Figure 1. Routed clock nets over the placement (run 1).
The bar under the picture is 20 um long.
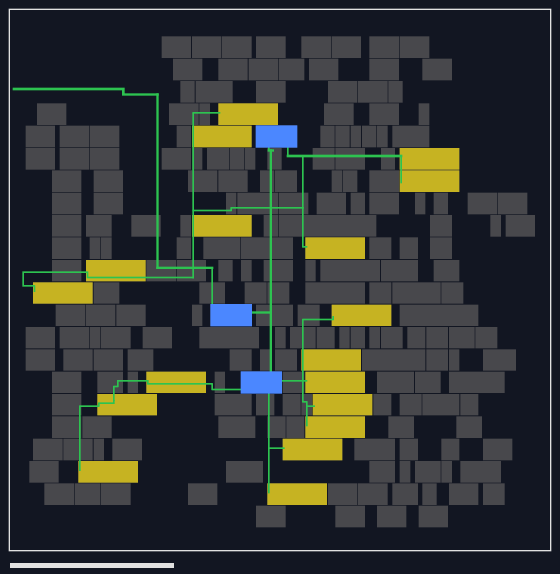
Figure 2. Port wiring (run 1).
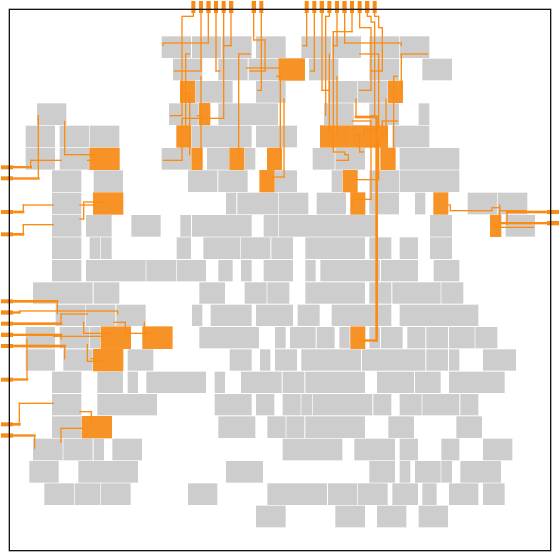
Figure 3. Clock wiring as the flow saved it (run 1).
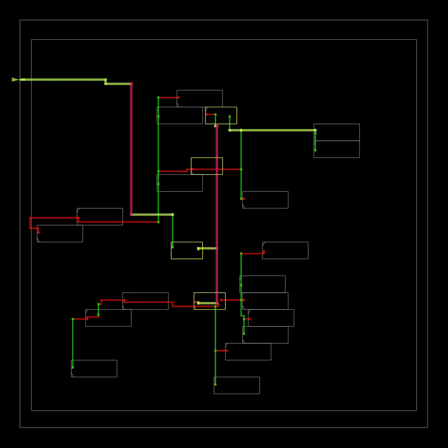
Design regfile_write_arbiter, sky130hd; sources not shown.
==> results.cfg, run 1 <==
; flow metrics
[run_status]
outcome = finished clean

[layout]
final_common_cell = clkdlybuf4s50_1
syn2layout_area_growth_pct = 83.7
largest_class = buffers
drive_gt1_share_pct = 19.9
inverters = 9
logic_area_um2 = 769
clk_share_pct = 2.54
n_all_buffers = 88
mostFrequentLayoutCells = 61 x clkdlybuf4s50_1, 18 x dfxtp_1, 17 x buf_4
fin_area_um2 = 2170
largest_reg_flops = 8
buf_share_pct = 41.0
final_core_util_pct = 58.3
sh_seq_area_pct = 16.6
antenna-diode-count = 0

[drt]
firstDrtPassIters = 4
drc = 0
num_vias = 1343

[timing]
maxSlewViolCount = 0
whs_ns = 0.467
rsz0062_at_grt = true
fin_crit_sh_pct = 97.7
fin_ws_ns = 0.0468

[die]
row_count = 22
fp_util_pct = 31.8
chipArea_um2 = 4320
core-area_um2 = 3720

[yosys]
top_area_cell = dfxtp_1
ys_sh_simple_pct = 25.6
most_common_cell = dfxtp_1
syn_area_per_cell_um2 = 9.08
ys_top_cells_by_count = 18 x dfxtp_1, 13 x nand2_1, 10 x mux2i_1, 9 x inv_1, 7 x nor3_1
syn_nets = 184
synthTopCellsByArea = dfxtp_1 31%, mux2i_1 8.5%, o211a_1 5.1%, o221ai_1 4.5%, ha_1 4.2%
syn_area_um2 = 1180
synthFlopType = dfxtp_1
ys_seq_share_pct = 30.5
ys_types = 34
synthXorXnorAreaFrac_pct = 0

[global_route]
grt_max_degree = 11
grt_pass1_wl_um = 5590

[clocking]
cts_tree = built
clkTransAtPathRegs_ns = 0.07
numCtsBuffers = 3
cts_resized = 7

[setup_path]
startpoint_type = primary input
reg2reg_slack_ns = 0.23
endpoint_kind = output port
arrival_ns = 1.35
crit_fanout = 4

[pwr]
p_per_area_nw_per_um2 = 1090
totalPowerFinal_mw = 2.36

[placement]
dpl.hpwl_um = 2880
place_congestion = 0.778
place_area_um2 = 2000

[hold_path]
worstHoldPathCells = 2

[run]
tool_warnings = 30
About Figure 1:
blue -> cells driving clock nets  # count 3
green -> clock wires  # length 255 um
yellow -> flip-flops  # count 18
routed clock nets = 4
Worst Skew: 0.00630 ns
clk pwr: 302 uW
clock power share: 12.8%
Latency at later pin: 0.26 ns

About Figure 2:
orange -> req_data  # direction input, end cells 26, buffers 32, wire 561 um
I/O Pins: 67
Port Buffers: 66

About Figure 3:
Flops: 18
Sink Count: 18
clock buffers: 4

==> run 1: per-layer routing <==
layer | track usage, % | up-vias | share of wire, %
met3 | 2.23 | 11 | 6.3
met5 | - | - | 0
met1 | 18.1 | 621 | 38
met2 | 31.1 | 64 | 52
li1 | - | 647 | -
met4 | 8.85 | 0 | 2.9
==> run 1: cell families after synthesis <==
logic type | count (synthesis)
AOI/OAI and AO/OA | 31
adders and majority gates | 4
buffers and inverters | 15
DFF | 18
muxes | 10
and+or+nand+nor | 52
==> run 1: worst max-delay path: stages <==
cell and delay, ns:
dlygate4sd2_1 0.26, nor3_1 0.19, nand2_1 0.07, clkdlybuf4s15_1 0.23
==> run 1: report_power, final <==
group	internal, mW	switching (mW)
Sequential	0.494	0.109
Combinational	0.862	0.593
Clock	0.175	0.127
Total	1.53	0.829
==> run 2, diff against run 1 <==
--- a/config.mk
+++ b/config.mk
@@ -8,8 +8,10 @@
 export CORE_MARGIN = 1.5
 export CORE_UTILIZATION = 30
 export DETAILED_ROUTE_END_ITERATION = 10
+export GPL_TIMING_DRIVEN = 0
 export MAX_ROUTING_LAYER = met4
 export PLACE_DENSITY_LB_ADDON = 0.25
+export RECOVER_POWER = 50
 export SLEW_MARGIN = 20
 export SYNTH_ARGS = -nofsm -noshare
 export SYNTH_HDL_FRONTEND = slang
==> run 2 against run 1 <==
Combinational power decreased by 6%; first-iteration DRC count decreased by 49%; area after synthesis unchanged; die area unchanged; power decreased by 3.5%; clock power increased by 2%; sequential power about the same.
==> results.cfg, run 2 <==
; flow metrics
[setup_path]
startpoint_type = primary input
critPathSlowestCell = a211o_1
crit_fanout = 5
crit_chain = dlygate4sd2_1 > nor3b_4 > a211o_1 > a21oi_4 > buf_6 > ha_1 > a21oi_2 > nor2_1
crit_cells = 8
max_stage_delay_ns = 0.34
arrival_ns = 2.11

[layout]
drive_gt1_share_pct = 18.2
mostFrequentLayoutCells = 61 x clkdlybuf4s50_1, 18 x dfxtp_1, 12 x nand2_1
antenna-diode-count = 0
fin_area_um2 = 2080

[yosys]
synthTopCellsByArea = dfxtp_1 31%, mux2i_1 8.5%, o211a_1 5.1%, o221ai_1 4.5%, ha_1 4.2%
ys_top_cells_by_count = 18 x dfxtp_1, 13 x nand2_1, 10 x mux2i_1, 9 x inv_1, 7 x nor3_1
syn_area_um2 = 1180
synthFlopType = dfxtp_1
top_area_cell = dfxtp_1
ys_types = 34
ys_sh_simple_pct = 25.6

[placement]
port_buffers = 66
place_congestion = 0.808
dpl.hpwl_um = 2800

[pwr]
netSwitchingFraction_pct = 37.2
p_switching_uw = 848
internal_power_mw = 1.43
seq_power_uw = 606
p_per_area_nw_per_um2 = 1100
comb_cell_power_mw = 1.36

[clocking]
clkSinkCount = 18
cts_tree = built
clk_latency_ns = 0.26

[timing]
maxSlewViolCount = 0
fin_crit_sh_pct = 98.2
rsz0062_at_grt = true
fin_ws_ns = 0.0358
whs_ns = 0.460

[run]
tool_warnings = 30

[run_status]
outcome = finished clean

[die]
row_count = 22
fp_util_pct = 31.8
io_pins = 67

[hold_path]
worstHoldPathCells = 2

[drt]
drc = 0
firstDrtPassIters = 4
[run 2: area by class of cell]
cell class              count  area (um2)
fillers                   364        1640
multi-input cells          97         785
repair buffers             76         728
flip-flops and latches     18         360
well taps                  48        60.1
clock buffers               4        55.1
plain buffers               5        55.1
inverters                   9        33.8
[run 2: metal layers]
layer | vias up | GRT usage, % | wire (um)
met4 | 0 | 8.85 | 90
li1 | 630 | - | -
met2 | 48 | 31.2 | 1960
met5 | - | - | 0
met1 | 612 | 19.4 | 1520
met3 | 11 | 2.05 | 142
[run 2: repair_timing]
action,4_1_cts,5_1_grt
hold buffers,0,0
gates cloned,0,1
pin swaps,4,5
setup buffers,5,4
gates resized,16,8
endpoints found under the setup margin,17,15
Figure 4. Clock wiring as the flow saved it (run 2).
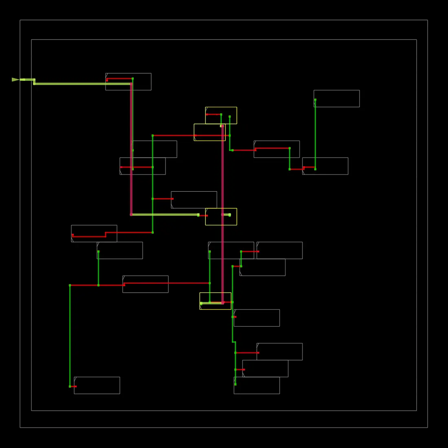
Worst Skew: 0.00515 ns
clk pwr: 308 uW
TritonCTS buffer count: 3

Figure 5. Routed metal, one color a layer (run 2).
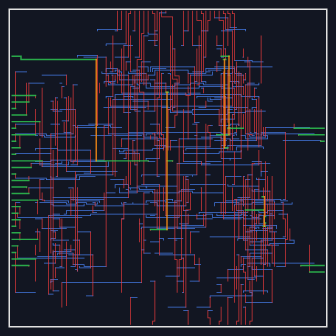
orange -> met4  # wire length 90.4 um
blue -> met1  # wire length 1,520 um
red -> met2  # wire length 1,960 um
green -> met3  # wire length 142 um
GRT Util Overall: 17.6%
Routed WL per cell: 14.5 um
routed vias: 1,301
WL final: 3710 um

No activity file was given, so power comes from the tool's default toggle rates.
